==> run_1/met3.png <==
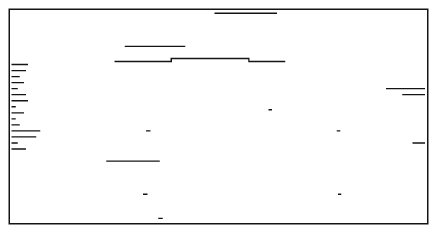
==> run_1/met1.png <==
Bar = 20 um.
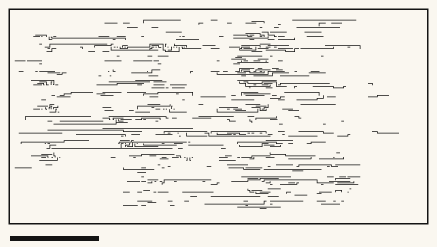
==> run_1/final_congestion.png <==
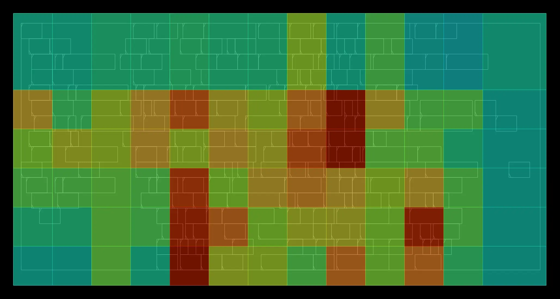
===== config.mk =====
export PLATFORM = sky130hd
export DESIGN_NAME = grid_bus_arbiter_flat
export DESIGN_NICKNAME = d
export VERILOG_FILES = /design/src/rtl/grid_bus_arbiter_if.sv /design/src/rtl/grid_bus_arbiter.sv /design/src/flat_wrapper.sv
export SDC_FILE = /design/constraint.sdc
export NUM_CORES = 1
export LEC_CHECK = 0
export CAP_MARGIN = 20
export CORE_ASPECT_RATIO = 0.5
export CORE_UTILIZATION = 32
export DETAILED_ROUTE_END_ITERATION = 7
export GPL_ROUTABILITY_DRIVEN = 0
export PLACE_DENSITY = 0.76
export SYNTH_ARGS = -nofsm -noshare
export SYNTH_HDL_FRONTEND = slang
export SYNTH_SLANG_ARGS = --single-unit

===== constraint.sdc =====
create_clock -name clk -period 1.6 [get_ports clk]
set_input_delay 0.24 -clock clk [delete_from_list [all_inputs] [get_ports clk]]
set_output_delay 0.24 -clock clk [all_outputs]
set_load 0.01 [all_outputs]

===== src/rtl/grid_bus_arbiter_if.sv =====
// Player/RAM side bus of the grid arbiter: request fields from the two snake
// engines, their grant/read-valid pulses, and the registered RAM command.
interface grid_bus_arbiter_if #(
    parameter int ADDR_W = 11,
    parameter int DATA_W = 4
);
    logic [1:0]        req;
    logic [ADDR_W-1:0] addr0;
    logic [ADDR_W-1:0] addr1;
    logic              we0;
    logic              we1;
    logic [DATA_W-1:0] wdata0;
    logic [DATA_W-1:0] wdata1;
    logic [1:0]        gnt;
    logic [1:0]        rvalid;
    logic [ADDR_W-1:0] mem_addr;
    logic              mem_we;
    logic [DATA_W-1:0] mem_wdata;

    modport master (
        output req, addr0, addr1, we0, we1, wdata0, wdata1,
        input  gnt, rvalid, mem_addr, mem_we, mem_wdata
    );

    modport slave (
        input  req, addr0, addr1, we0, we1, wdata0, wdata1,
        output gnt, rvalid, mem_addr, mem_we, mem_wdata
    );
endinterface


===== src/rtl/grid_bus_arbiter.sv =====
// Shares the grid RAM between the renderer (active video) and two player engines
// (vertical-blanking window, round-robin), and generates the game tick and overrun flags.
module grid_bus_arbiter #(
    parameter int H_ACTIVE    = 640,
    parameter int V_ACTIVE    = 480,
    parameter int V_TOTAL     = 525,
    parameter int TICK_FRAMES = 8,
    parameter int ADDR_W      = 11,
    parameter int DATA_W      = 4
) (
    input  logic              clk,
    input  logic              rst_n,
    input  logic [9:0]        h_count,
    input  logic [9:0]        v_count,
    input  logic [ADDR_W-1:0] pix_addr,
    grid_bus_arbiter_if.slave bus,
    output logic              game_tick,
    output logic [1:0]        overrun
);

    localparam int FC_W = (TICK_FRAMES > 1) ? $clog2(TICK_FRAMES) : 1;
    localparam logic [9:0]      V_FIRST   = 10'(V_ACTIVE);
    localparam logic [9:0]      V_LAST    = 10'(V_TOTAL - 2);
    localparam logic [FC_W-1:0] TICK_LAST = FC_W'(TICK_FRAMES - 1);

    typedef enum logic [1:0] {
        RENDER = 2'd0,
        UPDATE = 2'd1,
        DRAIN  = 2'd2
    } state_t;

    state_t            state_q, state_d;
    logic              win_q, win_d;
    logic              win_prev_q, win_prev_d;
    logic              lp_q, lp_d;
    logic [FC_W-1:0]   frame_cnt_q, frame_cnt_d;
    logic [1:0]        gnt_q, gnt_d;
    logic [1:0]        rvalid_q, rvalid_d;
    logic [ADDR_W-1:0] mem_addr_q, mem_addr_d;
    logic              mem_we_q, mem_we_d;
    logic [DATA_W-1:0] mem_wdata_q, mem_wdata_d;
    logic              game_tick_q, game_tick_d;
    logic [1:0]        overrun_q, overrun_d;

    logic       win_rise;
    logic       win_close;
    logic [1:0] cand;
    logic       winner;

    // The line counters carry no information the arbiter needs beyond v_count.
    logic unused_h;
    assign unused_h = ^{h_count, 10'(H_ACTIVE)};

    always_comb begin
        win_d       = (v_count >= V_FIRST) && (v_count <= V_LAST);
        win_prev_d  = win_q;
        win_rise    = win_q & ~win_prev_q;
        win_close   = 1'b0;
        state_d     = state_q;
        lp_d        = lp_q;
        frame_cnt_d = frame_cnt_q;
        game_tick_d = 1'b0;
        gnt_d       = 2'b00;
        rvalid_d    = gnt_q & {2{~mem_we_q}};
        mem_addr_d  = pix_addr;
        mem_we_d    = 1'b0;
        mem_wdata_d = '0;
        cand        = 2'b00;
        winner      = 1'b0;

        case (state_q)
            RENDER: begin
                if (win_rise) begin
                    state_d = UPDATE;
                    if (frame_cnt_q == TICK_LAST) begin
                        game_tick_d = 1'b1;
                        frame_cnt_d = '0;
                    end else begin
                        frame_cnt_d = frame_cnt_q + 1'b1;
                    end
                end
            end
            UPDATE: begin
                if (!win_q) begin
                    state_d   = DRAIN;
                    win_close = 1'b1;
                end
            end
            DRAIN:   state_d = RENDER;
            default: state_d = RENDER;
        endcase

        // Outputs are registered with the state, so arbitrate for the state being entered.
        if (state_d == UPDATE) begin
            cand = bus.req & ~gnt_q;
            if (cand == 2'b11) begin
                winner = ~lp_q;
                lp_d   = ~lp_q;
            end else begin
                winner = cand[1];
            end
            if (cand != 2'b00) begin
                gnt_d       = winner ? 2'b10 : 2'b01;
                mem_addr_d  = winner ? bus.addr1  : bus.addr0;
                mem_we_d    = winner ? bus.we1    : bus.we0;
                mem_wdata_d = winner ? bus.wdata1 : bus.wdata0;
            end
        end

        overrun_d = game_tick_d ? 2'b00 : overrun_q;
        if (win_close) begin
            overrun_d = overrun_d | bus.req;
        end
    end

    // The window flags reset high so a release mid-window does not look like a rising edge.
    always_ff @(posedge clk or negedge rst_n) begin
        if (!rst_n) begin
            state_q     <= RENDER;
            win_q       <= 1'b1;
            win_prev_q  <= 1'b1;
            lp_q        <= 1'b1;
            frame_cnt_q <= '0;
            gnt_q       <= 2'b00;
            rvalid_q    <= 2'b00;
            mem_addr_q  <= '0;
            mem_we_q    <= 1'b0;
            mem_wdata_q <= '0;
            game_tick_q <= 1'b0;
            overrun_q   <= 2'b00;
        end else begin
            state_q     <= state_d;
            win_q       <= win_d;
            win_prev_q  <= win_prev_d;
            lp_q        <= lp_d;
            frame_cnt_q <= frame_cnt_d;
            gnt_q       <= gnt_d;
            rvalid_q    <= rvalid_d;
            mem_addr_q  <= mem_addr_d;
            mem_we_q    <= mem_we_d;
            mem_wdata_q <= mem_wdata_d;
            game_tick_q <= game_tick_d;
            overrun_q   <= overrun_d;
        end
    end

    assign bus.gnt       = gnt_q;
    assign bus.rvalid    = rvalid_q;
    assign bus.mem_addr  = mem_addr_q;
    assign bus.mem_we    = mem_we_q;
    assign bus.mem_wdata = mem_wdata_q;
    assign game_tick     = game_tick_q;
    assign overrun       = overrun_q;

endmodule


===== src/flat_wrapper.sv =====
// flat-port wrapper written by rule: the top's interface ports become plain ports
module grid_bus_arbiter_flat 
#(
    parameter int H_ACTIVE    = 640,
    parameter int V_ACTIVE    = 480,
    parameter int V_TOTAL     = 525,
    parameter int TICK_FRAMES = 8,
    parameter int ADDR_W      = 11,
    parameter int DATA_W      = 4
)
  (clk, rst_n, h_count, v_count, pix_addr, game_tick, overrun, bus_req, bus_addr0, bus_addr1, bus_we0, bus_we1, bus_wdata0, bus_wdata1, bus_gnt, bus_rvalid, bus_mem_addr, bus_mem_we, bus_mem_wdata);
  grid_bus_arbiter_if #(.ADDR_W(ADDR_W), .DATA_W(DATA_W)) bus_i ();
  input  logic clk;
  input  logic rst_n;
  input  logic [9:0] h_count;
  input  logic [9:0] v_count;
  input  logic [ADDR_W-1:0] pix_addr;
  output logic game_tick;
  output logic [1:0] overrun;
  input wire logic [$bits(bus_i.req)-1:0] bus_req;
  input wire logic [$bits(bus_i.addr0)-1:0] bus_addr0;
  input wire logic [$bits(bus_i.addr1)-1:0] bus_addr1;
  input wire logic [$bits(bus_i.we0)-1:0] bus_we0;
  input wire logic [$bits(bus_i.we1)-1:0] bus_we1;
  input wire logic [$bits(bus_i.wdata0)-1:0] bus_wdata0;
  input wire logic [$bits(bus_i.wdata1)-1:0] bus_wdata1;
  output wire logic [$bits(bus_i.gnt)-1:0] bus_gnt;
  output wire logic [$bits(bus_i.rvalid)-1:0] bus_rvalid;
  output wire logic [$bits(bus_i.mem_addr)-1:0] bus_mem_addr;
  output wire logic [$bits(bus_i.mem_we)-1:0] bus_mem_we;
  output wire logic [$bits(bus_i.mem_wdata)-1:0] bus_mem_wdata;
  assign bus_i.req = bus_req;
  assign bus_i.addr0 = bus_addr0;
  assign bus_i.addr1 = bus_addr1;
  assign bus_i.we0 = bus_we0;
  assign bus_i.we1 = bus_we1;
  assign bus_i.wdata0 = bus_wdata0;
  assign bus_i.wdata1 = bus_wdata1;
  assign bus_gnt = bus_i.gnt;
  assign bus_rvalid = bus_i.rvalid;
  assign bus_mem_addr = bus_i.mem_addr;
  assign bus_mem_we = bus_i.mem_we;
  assign bus_mem_wdata = bus_i.mem_wdata;
  grid_bus_arbiter #(.H_ACTIVE(H_ACTIVE), .V_ACTIVE(V_ACTIVE), .V_TOTAL(V_TOTAL), .TICK_FRAMES(TICK_FRAMES), .ADDR_W(ADDR_W), .DATA_W(DATA_W)) u_core (.clk(clk), .rst_n(rst_n), .h_count(h_count), .v_count(v_count), .pix_addr(pix_addr), .bus(bus_i), .game_tick(game_tick), .overrun(overrun));
endmodule

==> run notes, run 1 <==
The area fraction of the largest cell type after synthesis is 51.8%. Class of the most critical setup path: flop to flop. The HPWL after detailed placement is 2.94 mm. The count of library flops with an enable pin works out to 0. The fraction of power consumed by combinational cells is 23.0%. In this run the mean area of a mapped cell was 12.3 um^2. The run finished with clean final reports.

The biggest cell category by area in the final layout was buffers. Detailed router's first-iteration violation count: 66. Per the slew report, the remaining headroom to the max-slew limit stands at 74.8%. TritonCTS built the clock tree. The number of cell instances after yosys synthesis is 110, and the amount of wire on met3 after detailed routing is 136 um. Sequential power: 962 uW. Looking at the clock tree report, the H-tree level count equals 2. In the post-synthesis netlist, the biggest area contributors are sky130_fd_sc_hd__dfrtp_1, sky130_fd_sc_hd__a222oi_1, sky130_fd_sc_hd__dfstp_2, sky130_fd_sc_hd__inv_1, sky130_fd_sc_hd__o211ai_1. The synthesis report lists the Yosys warning total as 0. The worst VDD IR drop from the latest analysis is 0.000360 V. The run gives 5.49 mm as the global-route wire length before repair.

For the final routed database, the setup TNS stands at 0 ns. The leading area contributor after synthesis is sky130_fd_sc_hd__dfrtp_1. For the data arrival time of the critical path, the log shows 1.74 ns. Summed over all nets, the switching power comes to 518 uW.

The run gives 0.647% for the share of the synthesized netlist area taken by xor and xnor gates. The tools report the power in the clock group as 578 uW. With the count of pins on the block boundary at 90, the total instance count after detailed placement is 247. In this run the number of cells on the critical path is 5. The clock network latency to the later pin of the worst-skew pair was 0.28 ns.

Of the post-synthesis cell area, the part taken by muxes is 1.66%. The switching share of power is 25.9%. In the post-synthesis netlist, the cell with the most instances is sky130_fd_sc_hd__dfrtp_1. The worst path needs 1.58 ns of the cycle, external delays included. After floorplanning, the core was sized to cover 0.00398 mm^2. For reference, the top logic cell family by area is AND-OR/OR-AND gates. The overall die area came out at 0.00451 mm^2.

The tools report the endpoint kind of the worst setup timing path as a flop. The leakage component of the power was reported as 1.03 nW. For the completed layout, the total cell area is recorded as 0.00237 mm^2.

The final-layout clock-cell area share works out to 3.44%. CTS saw 31 sinks. On the critical path, the stage with the largest delay is an instance of sky130_fd_sc_hd__a222oi_1. The run gives 0.00572 ns for the post-route clock skew. The worst setup path startpoint was u_core.win_prev_q.

Looking at the group totals, the largest power group turns out to be registers. Hold-check failures listed in the final report amount to 0. There are 31 flip-flops and latches. The maximum clock frequency came out at 632 MHz.

The most used flip-flop cell after synthesis is sky130_fd_sc_hd__dfrtp_1. The max-cap violation count is 0. The met2 track demand over resource came out at 33.4%.

In the global route stage, met3 resource usage came out at 3.49%. The tap cell count came out at 54. In the Yosys stats the netlist draws on 33 distinct library cells.

The synthesized netlist devotes 13.1% of its cell area to simple gates. The most common cell after layout, fill and taps aside was sky130_fd_sc_hd__clkdlybuf4s50_1. Detailed-routing iteration count for the pre-antenna-repair pass: 5.

The area taken by multi-input combinational cells is reported as 497 um^2. The layout report gives the register share of total cell area as 32.9%. The final period utilization was 98.9%. After synthesis, the chip area reported by Yosys is 0.00135 mm^2. The actual slew at the worst max-slew pin was 0.378 ns. Area fraction in compound gates: 18.0%. For this run, combinational gates with multiple inputs come to 59.

Per the layout area report, the register area comes to 779 um^2. From left edge to right edge, the die measures 94.0 um. The proportion of layout cells with a drive suffix above 1 is 17.2%, and the part of the Yosys area used for sequential elements is 57.6%.

The area growth from synthesis to layout is 74.8%. The count of inserted antenna diode cells was 0; the height of the chip was 48.0 um. The largest fanout of any net on the critical path was 11.

Detailed routing placed a total of 2.06 mm of wire on met2. The placement-stage cell area was 0.00225 mm^2; the cell area power density was 844 mW/mm^2. For the worst-case setup slack after placement, the log shows -0.323 ns.

Entering global routing, the biggest net connects 32 pins. Leaving out the clock tree, the finished layout contains an inverter count of 14. In this run, post-CTS hold repair placed 0 buffers. The tools report the sort of element at the start of the critical path as a flop. The post-route DRC violation count was 0; the global route total overflow was 0.

In the layout the commonest cells are sky130_fd_sc_hd__clkdlybuf4s50_1, sky130_fd_sc_hd__dfrtp_1, sky130_fd_sc_hd__inv_1, sky130_fd_sc_hd__buf_4, sky130_fd_sc_hd__a222oi_1. With the number of port buffers at 77, the number of endpoints failing setup at the final stage is 0. The worst setup slack for register-to-register paths is 0.02 ns, and the multi-input gate share of total cell area is 21.0%. The number of slew-limit violations in the final report came out at 0. The number of register bits inferred by synthesis came out at 31.

The tools report the worst hold slack as 0.318 ns. Initial antenna violation count: 0. Among cell families on the critical path, the largest total delay comes from AND-OR/OR-AND gates.

The stage delay of the slowest cell on the critical path works out to 0.38 ns. Path class of the lowest-slack min-delay path: primary input to asynchronous set/reset pin.
Back to the opening pictures, met3.png:
The wires run mostly horizontal. The layer carries 136 um of wire. The layer holds 3.7% of the routed length. The longest straight run is 17.5 um. 24 nets have wire on it.

Back to the opening pictures, met1.png:
The longest straight run is 27.1 um. The wires run mostly horizontal.
wirelength, routed: 3.66 mm
total number of vias: 1221

Back to the opening pictures, final_congestion.png:
highest-utilization routing layer at the global route stage: met2
Final Util: 59.4%
DR WL/cell: 14.3 um
global-route track usage on met1: 18.2%
total routing resource utilization after global routing: 16.7%

--- run 2 (diff from run 1) ---
--- a/config.mk
+++ b/config.mk
@@ -8,6 +8,7 @@
 export CAP_MARGIN = 20
 export CORE_ASPECT_RATIO = 0.5
 export CORE_UTILIZATION = 32
+export CTS_CLUSTER_SIZE = 10
 export DETAILED_ROUTE_END_ITERATION = 7
 export GPL_ROUTABILITY_DRIVEN = 0
 export PLACE_DENSITY = 0.76
==> run_2/met3.png <==
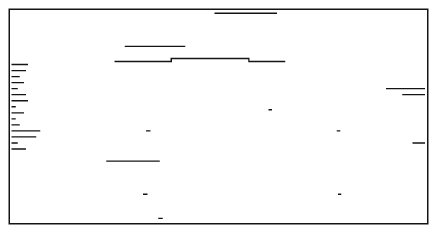
The wires run mostly horizontal. The longest straight run is 17.5 um. The layer holds 3.7% of the routed length. The layer carries 136 um of wire. 24 nets have wire on it.
met3 demand-to-capacity share in global routing: 3.49%

==> run_2/final_congestion.png <==
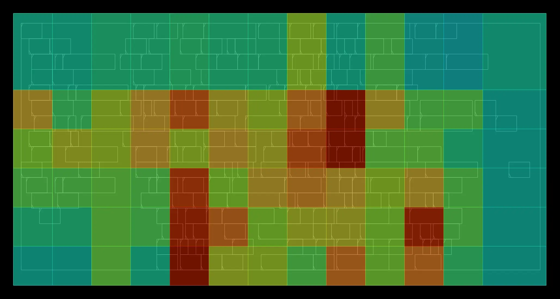
met2 capacity usage during global routing: 33.4%

==> run 2 against run 1 <==
Net effect:
- non-clock buffer count unchanged
- largest cell class unchanged
- synthesized cell count unchanged
- power unchanged
- global-route usage unchanged
==> run notes, run 2 <==
With fillers left out, the area of the finished cells amounts to 0.00237 mm^2. The tools report the number of cell instances after yosys synthesis as 110. The run gives 32.9% for the flop share of the area. Biggest cell category by area in the final layout: buffers. With the share of the synthesized netlist area taken by xor and xnor gates at 0.647%, the area taken by multi-input logic gates is 497 um^2. IR analysis of the VDD net gives a maximum drop of 0.000360 V.

With the placement-stage cell area at 0.00225 mm^2, the shortest clock period the worst path allows after layout is 1.58 ns. The tools report the count of antenna-violating nets left after detailed routing as 0. The register with the most flip-flops in the layout has 11 of them. At floorplan, the net count of the design was reported as 179. The report lists the number of standard-cell rows as 16. For the worst setup slack for register-to-register paths, the log shows 0.02 ns. The synthesized instance count is 110. Entering global routing, the biggest net connects 32 pins. Max-cap violations in this run came to 0.

The most common cell after layout, fill and taps aside was sky130_fd_sc_hd__clkdlybuf4s50_1. Setup repair after global routing could not meet its margin everywhere. The flow ran to the end, and the final reports show no timing, DRC or antenna violations. The logs give 5 for the detailed-routing iteration count for the pre-antenna-repair pass and 0.00135 mm^2 for the summed instance area of the synthesized netlist.

Derived from the worst setup path, the maximum achievable clock frequency is 632 MHz. With the headroom to the max-slew limit at 74.8%, the area growth from synthesis to layout is 74.8%. The maximum buffer depth of the clock tree was 2; the largest fanout of any net on the critical path was 11. For this design the ratio of total power to cell area is 844 mW/mm^2.

All stages included, the depth of the critical timing path comes to 5. The logs give 90 for the count of pins on the block boundary and 0.318 ns for the worst hold slack. Among cell families on the critical path, the largest total delay comes from AND-OR/OR-AND gates.

For this run, the script counts the antenna cells in the layout as 0. The fraction of synthesized cell area taken by the top area cell type came out at 51.8%. After Yosys synthesis, AND-OR and OR-AND compound gates account for 18.0% of the synthesized area. TritonRoute output was used to compute an average wire per cell of 14.3 um.

The sequential group share of total power is 48.1%, and the routed wire length on met2 is 2.06 mm. Including well taps, the total number of placed cells is 247. The logs give 1 for the total setup buffers inserted after CTS and 136 um for the amount of wire on met3 after detailed routing. Ranked by total cell area, the synthesized netlist is headed by sky130_fd_sc_hd__dfrtp_1, sky130_fd_sc_hd__a222oi_1, sky130_fd_sc_hd__dfstp_2, sky130_fd_sc_hd__inv_1, sky130_fd_sc_hd__o211ai_1.

The sort of element at the start of the critical path was a flop. The final max-slew violation count recorded for this run is 0. STA shows the worst reg2reg path with a cell count of 5.

Endpoints with negative setup slack in the final report add up to 0. The clock slew at the register clock pins of the worst setup and hold paths was 0.06 ns; the number of buffers inserted by hold repair at cts was 0. On the critical path, the stage with the largest delay is an instance of sky130_fd_sc_hd__a222oi_1. Among the non-sequential cells, AND-OR/OR-AND gates take the most area. Global routing finished with a remaining overflow of 0.

The initial antenna violation count is 0, and the least setup slack across all paths after layout is 0.0183 ns. Wire length on met1: 1.41 mm. Sequential cells were found to cover 57.6% of the synthesized design area. The overall die area was 0.00451 mm^2. The global routing stage identified its most utilized layer as met2. The detailed router's first-iteration violation count is 66. The overall global routing resource usage is 16.7%, and the inverter tally of the final layout excluding the clock network is 14. Per the cell usage report, the commonest logic cells after layout are sky130_fd_sc_hd__clkdlybuf4s50_1, sky130_fd_sc_hd__dfrtp_1, sky130_fd_sc_hd__inv_1, sky130_fd_sc_hd__buf_4, sky130_fd_sc_hd__a222oi_1.

Routing resource usage on met1 recorded by global route was 18.2%. The logs give 779 um^2 for the area taken by flip-flops and latches and 54 for the tap cell count. TritonCTS built the clock tree.

Reg-to-reg startpoint: u_core.win_prev_q. The clock share of power came out at 28.9%. Summed over all cells, the static leakage comes to 1.03 nW. Of all cell types, the one taking the most synthesized area is sky130_fd_sc_hd__dfrtp_1.

The clock reaches the later pin of the worst-skew pair after 0.28 ns. Number of port buffers: 77. The switching portion of total power comes to 25.9%. Class of the most critical setup path: flop to flop.

The average instance in the mapped netlist occupies 12.3 um^2. For the final routed database, the setup TNS stands at 0 ns. The number of gates resized after CTS was 3. The endpoint identified for the worst register-to-register timing path is u_core.bus.mem_addr[7]. The routed layout reports a DRC error count of 0. The die is 48.0 um tall. The run gives 0.00398 mm^2 as the core area. The fraction of power consumed by combinational cells is 23.0%. Endpoints failing hold in the final report were tallied at 0. Floorplan-stage core utilization: 34.0%.

Per STA, the highest per-stage delay on the worst path measures 0.38 ns. The wire-length estimate of the detail-placed layout is 2.94 mm. Tracing the worst setup path back leads to its startpoint at u_core.win_prev_q. In this run, power in the clock network comes to 578 uW. The buffer-and-inverter tally for the worst setup path is 2.

The tools report the H-tree depth reported by CTS as 2. The overall via count from detail_route was 1221. The most frequently used library cell after synthesis is sky130_fd_sc_hd__dfrtp_1. The transition time recorded at the tightest slew-check pin is 0.378 ns.

Per the post-place timing report, worst setup slack is -0.323 ns. The count of clock buffers in the final design is 7, and the width of the chip is 94.0 um. The leading register cell type out of synthesis was sky130_fd_sc_hd__dfrtp_1. Heaviest power group: registers. The synthesized design contains 0 enable-type register cells.

The flow reports power dissipated in sequential cells as 962 uW. The internal portion of the total power is 1.48 mW. The tightest min-delay check is of the primary input to asynchronous set/reset pin type. The tools report the final wirelength as 3.66 mm.

The run gives 518 uW as the switching power of the nets. The multi-input gate share of total cell area was 21.0%. The number of buffers outside the clock class in the layout was 91. With the data arrival time of the critical path at 1.74 ns, the filler cell count is 326.

The number of register bits inferred by synthesis is 31, and the total clock buffers created by CTS is 5. The post-route clock skew was 0.00572 ns. In the final layout, clock buffers and inverters account for 3.44% of the cell area. Final period utilization: 98.9%. Proportion of layout cells with a drive suffix above 1: 17.2%.

The run gives 271 as the final net count. In this run, power in combinational logic comes to 459 uW. For the clock net sink count, the log shows 31.

According to the Yosys statistics, the synthesized design has a chip area of 0.00135 mm^2. Basic-gate share of the synthesized area counting and, or, nand and nor cells: 13.1%. Sequential cells placed in the final layout were counted as 31. The fraction of synthesis flops using an asynchronous set or reset pin works out to 100%. The first global-routing pass estimated 5.49 mm of wire. The run gives 1212 as the number of global-route vias before repair. The synthesis report lists the Yosys warning total as 0.

The number of logic gates is 59. The data required time reported for the critical path is 1.76 ns. The final core area utilization is 59.4%, and the mux cell area share after synthesis is 1.66%. The tools report the endpoint kind of the worst setup timing path as a flop.

The distinct cell type count after synthesis is 33.
==> run_2/port_nets.png <==
Bar = 20 um.
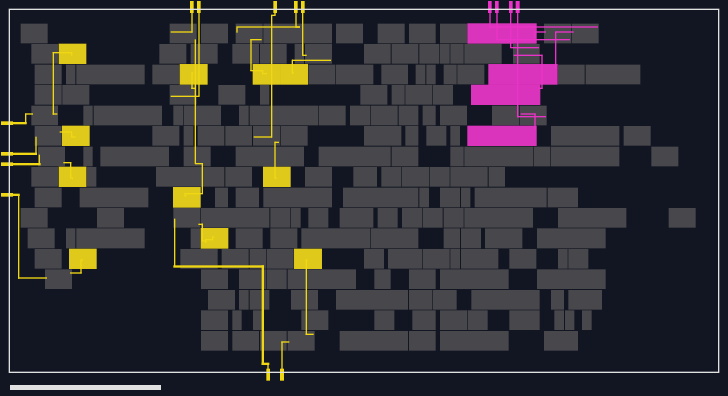

--- run 3 (diff from run 2) ---
--- a/config.mk
+++ b/config.mk
@@ -12,6 +12,7 @@
 export DETAILED_ROUTE_END_ITERATION = 7
 export GPL_ROUTABILITY_DRIVEN = 0
 export PLACE_DENSITY = 0.76
+export SKIP_CTS_REPAIR_TIMING = 1
 export SYNTH_ARGS = -nofsm -noshare
 export SYNTH_HDL_FRONTEND = slang
 export SYNTH_SLANG_ARGS = --single-unit
==> run_3/port_nets.png <==
Bar = 20 um.
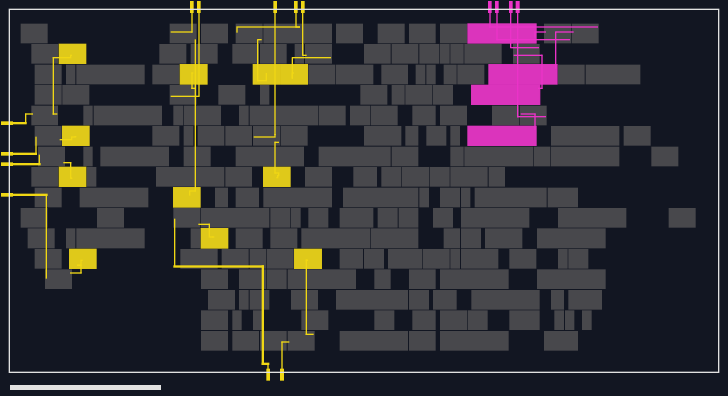
Key: yellow = pix_addr [bits 11, direction input, edge 5 top, 4 left, 2 bottom, end cells 11, wire 205 um]; magenta = bus_mem_wdata [bits 4, direction output, edge top, end cells 4, wire 77.2 um]
number of top-level pins: 90
number of buffers added on ports: 77

==> run 3 against run 2 <==
Net effect:
- the run now ends with negative setup slack left
- clock skew hardly changed
- cell area is 0.16% lower
- non-clock buffer count is 1 lower
- critical path depth stayed put
- final cell count is 0.39% lower
- flip-flop count stayed put
- critical endpoint unchanged
- largest power group unchanged
==> run notes, run 3 <==
The run finished, with violations left. The final reports fail on negative setup slack. After routing the design area is 0.00236 mm^2. The internal portion of the total power is 1.48 mW.

The area taken by sequential standard cells is reported as 779 um^2. The run gives 110 for the post-synthesis cell count. Entering global routing, the biggest net connects 32 pins. For this run, the slowest stage of the critical path takes 0.40 ns.

The tools report the amount of wire on met3 after detailed routing as 178 um. The global routing report lists met3 layer usage as 3.49%. The portion of synthesized area spent on multiplexers is 1.66%.

The net count after synthesis is 179. The filler cells instantiated in the layout total 329. In this run, power in the clock network comes to 578 uW. After detailed routing, the average wire length per cell comes to 14.5 um.

The tools report the sequential group share of total power as 48.1%. The tools report the floorplan-stage core utilization as 34.0%. The post-route netlist has 17.3% of its cells at a drive strength greater than 1. The first global-routing pass estimated 5.46 mm of wire. For this design, Yosys synthesis ends with a cell count of 110.

The run gives 0 for the count of antenna-violating nets left after detailed routing. The total clock buffers created by CTS is 5. The run gives 1.76 ns for the required arrival time at the worst endpoint.

The most frequent cell after synthesis is sky130_fd_sc_hd__dfrtp_1. The run gives -0.00557 ns as the sum of negative setup slack. In this run the core area contains 16 standard-cell rows.

Clock tree synthesis found a total of 31 sinks. The synthesized netlist contains 33 unique library cells. The number of endpoints failing setup at the final stage was 1. The total combinational power was 460 uW; the height of the chip was 48.0 um. Yosys mapped a number of flops with a built-in enable equal to 0. The switching power of the nets came out at 521 uW.

For the global route total overflow, the log shows 0. The leading area contributor after synthesis is sky130_fd_sc_hd__dfrtp_1. The mapped netlist covers 0.00135 mm^2. The tools report the detailed router's first-iteration violation count as 72.

Detailed placement ended at an HPWL of 2.94 mm. Across all checked pins, the minimum headroom to the slew limit is 75.4%. The final report gives the core utilization as 59.3%. The run gives 500 um^2 for the area taken by multi-input logic gates. TritonCTS built the clock tree.

The synthesized netlist has a Yosys-reported chip area of 0.00135 mm^2. The most common cell after layout, fill and taps aside is sky130_fd_sc_hd__clkdlybuf4s50_1. In this run the worst hold path is classified as primary input to asynchronous set/reset pin. The kind of cell adding the most delay to the critical path was AND-OR/OR-AND gates. Worst-path cell with the longest stage delay: sky130_fd_sc_hd__a222oi_1.

The tools report the worst setup slack for register-to-register paths as -0.006 ns. The number of global-route vias before repair was 1207. The tools report the clock share of power as 28.9%. Inverter tally of the final layout excluding the clock network: 14. The hold violation count in the final report came out at 0. Of all power groups, the one with the highest power is registers.

Synthesis inferred 31 register bits. With the fraction of synthesized cell area taken by the top area cell type at 51.8%, the flop share of the area is 33.0%. In the finished design the tool counted flip-flops and latches totalling 31.

Flip-flop count of the largest register after layout: 11. The commonest register cell is sky130_fd_sc_hd__dfrtp_1. Per the skew report, the later register of the worst-skew pair sees a clock latency of 0.28 ns. The mean post-synth cell area was 12.3 um^2. The final antenna diode tally reported by the flow is 0. The met2 track demand over resource is 33.6%. The worst path uses 100% of the clock period. The biggest cell category by area in the final layout is buffers.

The initial antenna violation count was 0. Yosys shows that the main logic family after synthesis is AND-OR/OR-AND gates. After detailed placement, the total cell area comes to 0.00225 mm^2.

The setup path with the least slack is of type flop to flop. Combinational cells account for 23.0% of the total power. The final-layout clock-cell area share came out at 3.44%. Once placement completed, the tool counted placed cells totaling 247. The post-route DRC violation count is 0, and the multi-input gate share of total cell area is 21.2%.

The core area is 0.00398 mm^2, and the tap cell count is 54. The number of buffers outside the clock class in the layout was 90; the max-cap violation count was 0. The run gives 7 as the count of clock buffers in the final design. The tools report the number of logic gates as 59.

For the final wirelength, the log shows 3.71 mm. The post-route clock skew came out at 0.00572 ns. Per the final report, max-transition violations number 0.

In the post-synthesis netlist, the biggest area contributors are sky130_fd_sc_hd__dfrtp_1, sky130_fd_sc_hd__a222oi_1, sky130_fd_sc_hd__dfstp_2, sky130_fd_sc_hd__inv_1, sky130_fd_sc_hd__o211ai_1. Global routing put the most usage on met2. By instance count after routing, the leading logic cell types are sky130_fd_sc_hd__clkdlybuf4s50_1, sky130_fd_sc_hd__dfrtp_1, sky130_fd_sc_hd__inv_1, sky130_fd_sc_hd__buf_4, sky130_fd_sc_hd__a222oi_1.

The capturing point of the worst reg2reg path is u_core.bus.mem_addr[7]. The global routing report lists met1 layer usage as 17.8%. For the worst reg-to-reg path, the startpoint reported by OpenROAD is u_core.win_prev_q. The worst register-to-register path has a depth of 5.

CTS reports a maximum clock tree buffer depth of 2. Count of cell instances traversed by the critical path: 5. Of the total synthesized cell area, the portion taken by XOR and XNOR cells is 0.647%. After synthesis, the share of flip-flops with an asynchronous set or reset is 100%.

After floorplanning, the die was sized to cover 0.00451 mm^2. In this run switching power makes up 26.0% of total power. The H-tree depth reported by CTS was 2; the clock slew at the register clock pins of the worst setup and hold paths was 0.06 ns. The wire length on met1 was 1.41 mm. Setup repair after global routing could not meet its margin everywhere.

For the final net count, the log shows 270. For this block, the via count after detailed routing is 1241. The least setup slack across all paths after layout was -0.00557 ns. The basic-gate share of the synthesized area counting and, or, nand and nor cells is 13.1%, and the maximum clock frequency is 623 MHz. Worst setup path startpoint: u_core.win_prev_q. Per the power-grid run, VDD falls by no more than 0.000360 V.

In the Yosys report, the sequential cells make up 57.6% of the chip area. The routed wire length on met2 is 2.08 mm.
==> run_3/met2.png <==
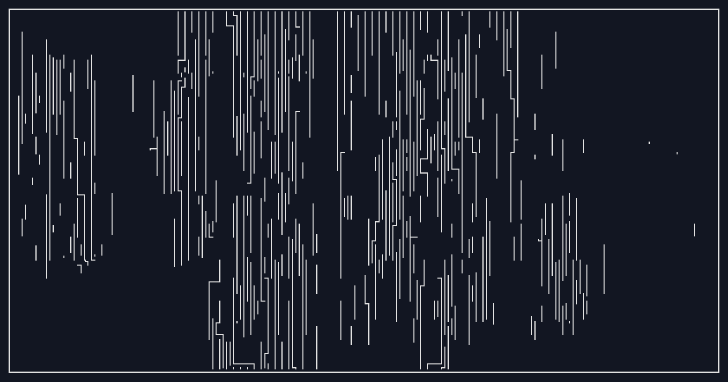
The longest straight run is 27.2 um. The wires run mostly vertical.

No activity file was given, so power comes from the tool's default toggle rates.
